## config.mk

```make
export PLATFORM = sky130hd
export DESIGN_NAME = countdown_timer_flat
export DESIGN_NICKNAME = d
export VERILOG_FILES = /design/src/rtl/countdown_timer_pkg.sv /design/src/rtl/countdown_timer_if.sv /design/src/rtl/countdown_core.sv /design/src/rtl/countdown_timer.sv /design/src/flat_wrapper.sv
export SDC_FILE = /design/constraint.sdc
export NUM_CORES = 1
export LEC_CHECK = 0
export ABC_AREA = 0
export CORE_MARGIN = 2
export CORE_UTILIZATION = 48
export DETAILED_ROUTE_END_ITERATION = 7
export HOLD_SLACK_MARGIN = 0.15
export PLACE_DENSITY = 0.77
export SYNTH_ARGS = -nofsm -noshare
export SYNTH_HDL_FRONTEND = slang
export SYNTH_SLANG_ARGS = --single-unit
```

## constraint.sdc

```tcl
create_clock -name clk -period 2 [get_ports clk]
set_input_delay 0.6 -clock clk [delete_from_list [all_inputs] [get_ports clk]]
set_output_delay 0.6 -clock clk [all_outputs]
set_load 0.005 [all_outputs]
```

## src/rtl/countdown_timer_pkg.sv

```systemverilog
// Shared state encoding and default sizing for the countdown timer block.
package countdown_timer_pkg;

  localparam int DEFAULT_WIDTH = 4;

  typedef enum logic [1:0] {
    ST_IDLE = 2'd0,
    ST_RUN  = 2'd1,
    ST_HOLD = 2'd2,
    ST_DONE = 2'd3
  } state_e;

endpackage

```

## src/rtl/countdown_timer_if.sv

```systemverilog
// Control/status bundle for countdown_timer; irq_clr/irq exist only when
// COUNTDOWN_TIMER_IRQ_EN is defined.
interface countdown_timer_if #(
    parameter int WIDTH = 4
);
    logic             load;
    logic [WIDTH-1:0] load_val;
    logic             start;
    logic             stop;
    logic             en;
    logic             auto_reload;
    logic [WIDTH-1:0] q;
    logic             tc;
    logic             busy;
`ifdef COUNTDOWN_TIMER_IRQ_EN
    logic             irq_clr;
    logic             irq;

    modport master (output load, load_val, start, stop, en, auto_reload, irq_clr,
                    input  q, tc, busy, irq);
    modport slave  (input  load, load_val, start, stop, en, auto_reload, irq_clr,
                    output q, tc, busy, irq);
`else
    modport master (output load, load_val, start, stop, en, auto_reload,
                    input  q, tc, busy);
    modport slave  (input  load, load_val, start, stop, en, auto_reload,
                    output q, tc, busy);
`endif
endinterface

```

## src/rtl/countdown_core.sv

```systemverilog
// WIDTH-bit loadable decrementer with zero/one detect; load beats decrement.
module countdown_core
    import countdown_timer_pkg::*;
#(
    parameter int WIDTH = DEFAULT_WIDTH
) (
    input  logic             clk,
    input  logic             reset,
    input  logic             ld,
    input  logic [WIDTH-1:0] ld_val,
    input  logic             dec,
    output logic [WIDTH-1:0] cnt,
    output logic             is_zero,
    output logic             is_one
);

    logic [WIDTH-1:0] cnt_q, cnt_d;

    always_comb begin
        cnt_d = cnt_q;
        if (ld) begin
            cnt_d = ld_val;
        end else if (dec) begin
            cnt_d = cnt_q - WIDTH'(1);
        end
    end

    always_ff @(posedge clk) begin
        if (reset) begin
            cnt_q <= '0;
        end else begin
            cnt_q <= cnt_d;
        end
    end

    assign cnt     = cnt_q;
    assign is_zero = (cnt_q == '0);
    assign is_one  = (cnt_q == WIDTH'(1));

endmodule

```

## src/rtl/countdown_timer.sv

```systemverilog
// Loadable, pausable down-counter with terminal-count pulse and auto-reload.
// Optional sticky irq output enabled by COUNTDOWN_TIMER_IRQ_EN.
module countdown_timer
    import countdown_timer_pkg::*;
#(
    parameter int WIDTH = DEFAULT_WIDTH
) (
    input  logic               clk,
    input  logic               reset,
    countdown_timer_if.slave   bus
);

    state_e           state_q, state_d;
    logic [WIDTH-1:0] reload_q, reload_d;
    logic             tc_q, tc_d;

    logic             core_ld;
    logic [WIDTH-1:0] core_val;
    logic             core_dec;
    logic [WIDTH-1:0] cnt;
    logic             cnt_zero;
    logic             cnt_one;

    countdown_core #(.WIDTH(WIDTH)) u_core (
        .clk     (clk),
        .reset   (reset),
        .ld      (core_ld),
        .ld_val  (core_val),
        .dec     (core_dec),
        .cnt     (cnt),
        .is_zero (cnt_zero),
        .is_one  (cnt_one)
    );

    // Priority chain: load > stop > start > count. An asserted stop swallows
    // start even in states where stop itself does nothing.
    always_comb begin
        state_d  = state_q;
        reload_d = reload_q;
        tc_d     = 1'b0;
        core_ld  = 1'b0;
        core_val = reload_q;
        core_dec = 1'b0;
        if (bus.load) begin
            reload_d = bus.load_val;
            core_ld  = 1'b1;
            core_val = bus.load_val;
            state_d  = ST_IDLE;
        end else if (bus.stop) begin
            if (state_q == ST_RUN) state_d = ST_HOLD;
        end else if (bus.start && state_q != ST_RUN) begin
            case (state_q)
                ST_IDLE: if (!cnt_zero) state_d = ST_RUN;
                ST_HOLD: state_d = ST_RUN;
                ST_DONE: begin
                    if (reload_q != '0) begin
                        core_ld = 1'b1;
                        state_d = ST_RUN;
                    end
                end
                default: state_d = state_q;
            endcase
        end else if (state_q == ST_RUN && bus.en) begin
            if (cnt_one) begin
                // Expiry: reload keeps the period at reload_q ticks.
                tc_d = 1'b1;
                if (bus.auto_reload) begin
                    core_ld = 1'b1;
                end else begin
                    core_dec = 1'b1;
                    state_d  = ST_DONE;
                end
            end else begin
                core_dec = 1'b1;
            end
        end
    end

    always_ff @(posedge clk) begin
        if (reset) begin
            state_q  <= ST_IDLE;
            reload_q <= '0;
            tc_q     <= 1'b0;
        end else begin
            state_q  <= state_d;
            reload_q <= reload_d;
            tc_q     <= tc_d;
        end
    end

    assign bus.q    = cnt;
    assign bus.tc   = tc_q;
    assign bus.busy = (state_q == ST_RUN) || (state_q == ST_HOLD);

`ifdef COUNTDOWN_TIMER_IRQ_EN
    logic irq_q, irq_d;

    // Set keys off tc_d so irq rises on the same edge as tc and beats a clear.
    always_comb begin
        irq_d = irq_q;
        if (tc_d) begin
            irq_d = 1'b1;
        end else if (bus.irq_clr) begin
            irq_d = 1'b0;
        end
    end

    always_ff @(posedge clk) begin
        if (reset) begin
            irq_q <= 1'b0;
        end else begin
            irq_q <= irq_d;
        end
    end

    assign bus.irq = irq_q;
`endif

endmodule

```

## src/flat_wrapper.sv

```systemverilog
// flat-port wrapper written by rule: the top's interface ports become plain ports
module countdown_timer_flat import countdown_timer_pkg::*;
#(
    parameter int WIDTH = DEFAULT_WIDTH
)
  (clk, reset, bus_load, bus_load_val, bus_start, bus_stop, bus_en, bus_auto_reload, bus_q, bus_tc, bus_busy);
  countdown_timer_if #(.WIDTH(WIDTH)) bus_i ();
  input  logic clk;
  input  logic reset;
  input wire logic [$bits(bus_i.load)-1:0] bus_load;
  input wire logic [$bits(bus_i.load_val)-1:0] bus_load_val;
  input wire logic [$bits(bus_i.start)-1:0] bus_start;
  input wire logic [$bits(bus_i.stop)-1:0] bus_stop;
  input wire logic [$bits(bus_i.en)-1:0] bus_en;
  input wire logic [$bits(bus_i.auto_reload)-1:0] bus_auto_reload;
  output wire logic [$bits(bus_i.q)-1:0] bus_q;
  output wire logic [$bits(bus_i.tc)-1:0] bus_tc;
  output wire logic [$bits(bus_i.busy)-1:0] bus_busy;
  assign bus_i.load = bus_load;
  assign bus_i.load_val = bus_load_val;
  assign bus_i.start = bus_start;
  assign bus_i.stop = bus_stop;
  assign bus_i.en = bus_en;
  assign bus_i.auto_reload = bus_auto_reload;
  assign bus_q = bus_i.q;
  assign bus_tc = bus_i.tc;
  assign bus_busy = bus_i.busy;
  countdown_timer #(.WIDTH(WIDTH)) u_core (.clk(clk), .reset(reset), .bus(bus_i));
endmodule
```

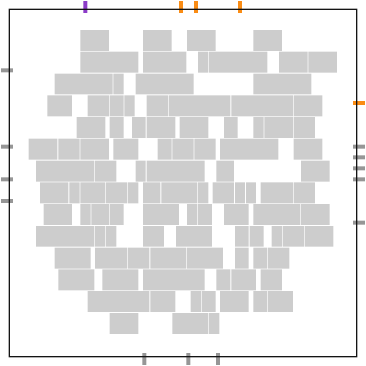
run_1/pinout.png
(8 px per µm) Pins as bars across the die edge, other pins in grey.
colour	port	pins	direction	edge
purple	reset	1	input	top
orange	bus_load_val	4	input	3 top, 1 right
all pins by edge	6 right, 4 top, 4 left, 3 bottom
Port Buffer Count: 16
Chip Width: 43.25 µm
die height: 43.25 µm

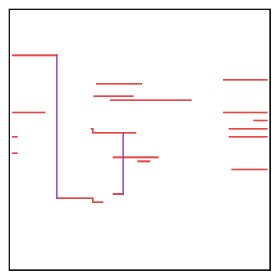
run_1/layers.png
(6 px per µm) Two of the layers only.
colour	layer	wire length
purple	M4	34.0 µm
red	M3	103 µm

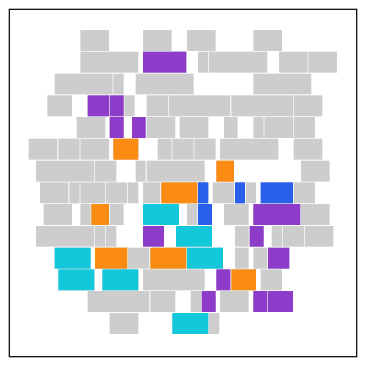
run_1/gates.png
(8 px per µm)
colour	family	cells
blue	nand cells	4
orange	and/or cells	7
cyan	fa/ha/maj cells	7
purple	aoi and oai cells	13

==> notes.md, run 1 <==
run metrics: Post-Syn Area per Cell 9.603 µm², die area 1871 µm², nets@finish 122, Internal Power 0.3870 mW, ys flop type dfxtp_1, post-synthesis cell type count 31, DRT antenna net count 0, RR Startpoint u_core.state_q[0]$_SDFFE_PP0P_, Initial DRT Pass Iterations 4, Async SR Flop Fraction 0, Place WS -164.6 ps, CP max stage delay 470 ps, antenna violations before repair 0, CTS Hold Bufs 0, overall power 0.5373 mW, flop count 11, Late-Pin Clk Latency 270 ps, setup ws final 97.85 ps, power per cell area 543.6 nW/µm², Buffers & Inverters on Critical Path 2, Core Util at FP 0.5026, post-synthesis sequential area ratio 0.2978, DRC viols 0, CP arrival 2090 ps, status complete, no violations, biggest area cells dfxtp_1, ha_1, nor4_4, mux2i_1, nor3_1, Comb pwr share 0.258, CP Launch Type input pin, worst min-delay path endpoint u_core.state_q[1]$_SDFFE_PP0P_, Routed WL per cell 14.21 µm, mux share 0.05415, Max stage delay cell, worst path clkdlybuf4s50_1, Tapcell Cnt 16, Synth logic family simple AND/OR/NAND/NOR gates, vias in the first global route 633, multi-input gates 56, finished layout cell area 988.4 µm², CP endpoint kind flip-flop, sequential portion of the cell area 0.2253, final WL 1.691 mm, clock root buffer clkbuf_4, layout cells sized above 1 0.2136, First DRT Iteration DRCs 10, Worst Hold Path Cells 2, Syn-to-layout area delta 33.67%, Metal-1 WL 760 µm, first-pass GRT wire length 2.856 mm, Combinational Power 0.139 mW, crit path capture u_core.u_core.cnt[3]$_SDFFE_PP0P_, met3 wire len 102 µm, CP Max Fanout 5, met2 Track Usage GR 0.3433, fin crit share 0.9511, Non-CTS buffers 24, met1 Track Usage GR 0.2559, final core occ 0.6718, top layer in use met4, DR WL met2 794 µm, cell count in the Yosys report 77, Top delay family on crit path buffers and inverters, r2r worst-path depth 7, largest net degree at the start of global routing 10, final setup fails 0, Max Slew Vio Count 0, largest power group registers, Cells after Synth 77, setup TNS 0 ps, worst slew pin tran 350.7 ps, Switching Share 0.2797, Syn. warnings 0, final clock skew 5.581 ps, P_leak 0.4152 nW, most used logic cell in the final layout clkdlybuf4s50_1, Final Critical Period 1902 ps, count leader, synth dfxtp_1, Hold Crit Start u_core.state_q[1]$_SDFFE_PP0P_, CP startpoint bus_start, CP cell instances clkdlybuf4s50_1, or2b_2, o41ai_2, buf_4, nor3_1, a221oi_2
## Run 2: what changed since run 1
--- a/config.mk
+++ b/config.mk
@@ -6,11 +6,13 @@
 export NUM_CORES = 1
 export LEC_CHECK = 0
 export ABC_AREA = 0
+export CAP_MARGIN = 10
 export CORE_MARGIN = 2
 export CORE_UTILIZATION = 48
 export DETAILED_ROUTE_END_ITERATION = 7
+export GPL_TIMING_DRIVEN = 0
 export HOLD_SLACK_MARGIN = 0.15
-export PLACE_DENSITY = 0.77
+export PLACE_DENSITY_LB_ADDON = 0.12
 export SYNTH_ARGS = -nofsm -noshare
 export SYNTH_HDL_FRONTEND = slang
 export SYNTH_SLANG_ARGS = --single-unit
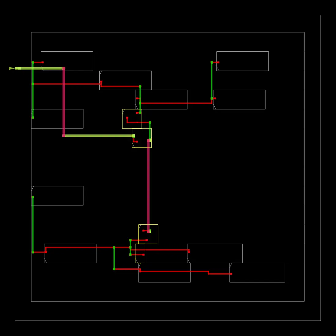
run_2/clock_nets.png
CTS sink count: 11
Power Clock: 0.152 mW
final clock skew: 4.276 ps
Layout clock buffers: 4
Late-Pin Clk Latency: 270 ps

==> notes.md, run 2 <==
run metrics: Initial DRT Pass Iterations 4 (unchanged), First DRT Iteration DRCs 9 (was 10), Place WS -266.2 ps (was -164.6 ps), Max stage delay cell, worst path clkdlybuf4s50_1 (unchanged), met2 Track Usage GR 0.2836 (was 0.3433), status complete, no violations (unchanged), Tapcell Cnt 16 (unchanged), Hold Crit Start u_core.state_q[1]$_SDFFE_PP0P_ (unchanged), nets@finish 116 (was 122), count leader, synth dfxtp_1 (unchanged), worst slew pin tran 405.8 ps (was 350.7 ps), setup ws final 76.46 ps (was 97.85 ps), cell count in the Yosys report 77 (unchanged), CP startpoint bus_start (unchanged), met1 Track Usage GR 0.2494 (was 0.2559), Cells after Synth 77 (unchanged), DR WL met2 657 µm (was 794 µm), Max Slew Vio Count 0 (unchanged), CP cell instances clkdlybuf4s50_1, or2b_2, o41ai_4, or2_4, o311a_1 (was clkdlybuf4s50_1, or2b_2, o41ai_2, buf_4, nor3_1, a221oi_2), setup TNS 0 ps (unchanged), Worst Hold Path Cells 2 (unchanged), top layer in use met4 (unchanged), sequential portion of the cell area 0.2291 (was 0.2253), largest power group registers (unchanged), Async SR Flop Fraction 0 (unchanged), Port Buffer Count 14 (was 16), CP endpoint kind flip-flop (unchanged), Chip Width 43.25 µm (unchanged), overall power 0.5323 mW (was 0.5373 mW), CTS Hold Bufs 0 (unchanged), Combinational Power 0.135 mW (was 0.139 mW), vias in the first global route 628 (was 633), Post-Syn Area per Cell 9.603 µm² (unchanged), die area 1871 µm² (unchanged), multi-input gates 56 (unchanged), Switching Share 0.2808 (was 0.2797), CP arrival 2140 ps (was 2090 ps), most used logic cell in the final layout clkdlybuf4s50_1 (unchanged), post-synthesis cell type count 31 (unchanged), Buffers & Inverters on Critical Path 1 (was 2), final setup fails 0 (unchanged), RR Startpoint u_core.state_q[0]$_SDFFE_PP0P_ (unchanged), P_leak 0.4113 nW (was 0.4152 nW)
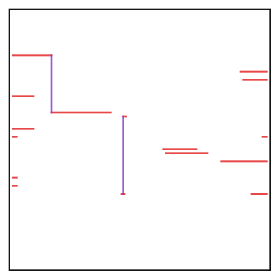
run_2/layers.png
(6 px per µm) Two of the layers only.
colour	layer	wire length
red	M3	57.3 µm
purple	M4	22.4 µm
total number of vias: 640
final WL: 1.479 mm
Routed WL per cell: 13.09 µm
GR Util All Layers: 0.1843

Power and IR drop assume default switching activity.
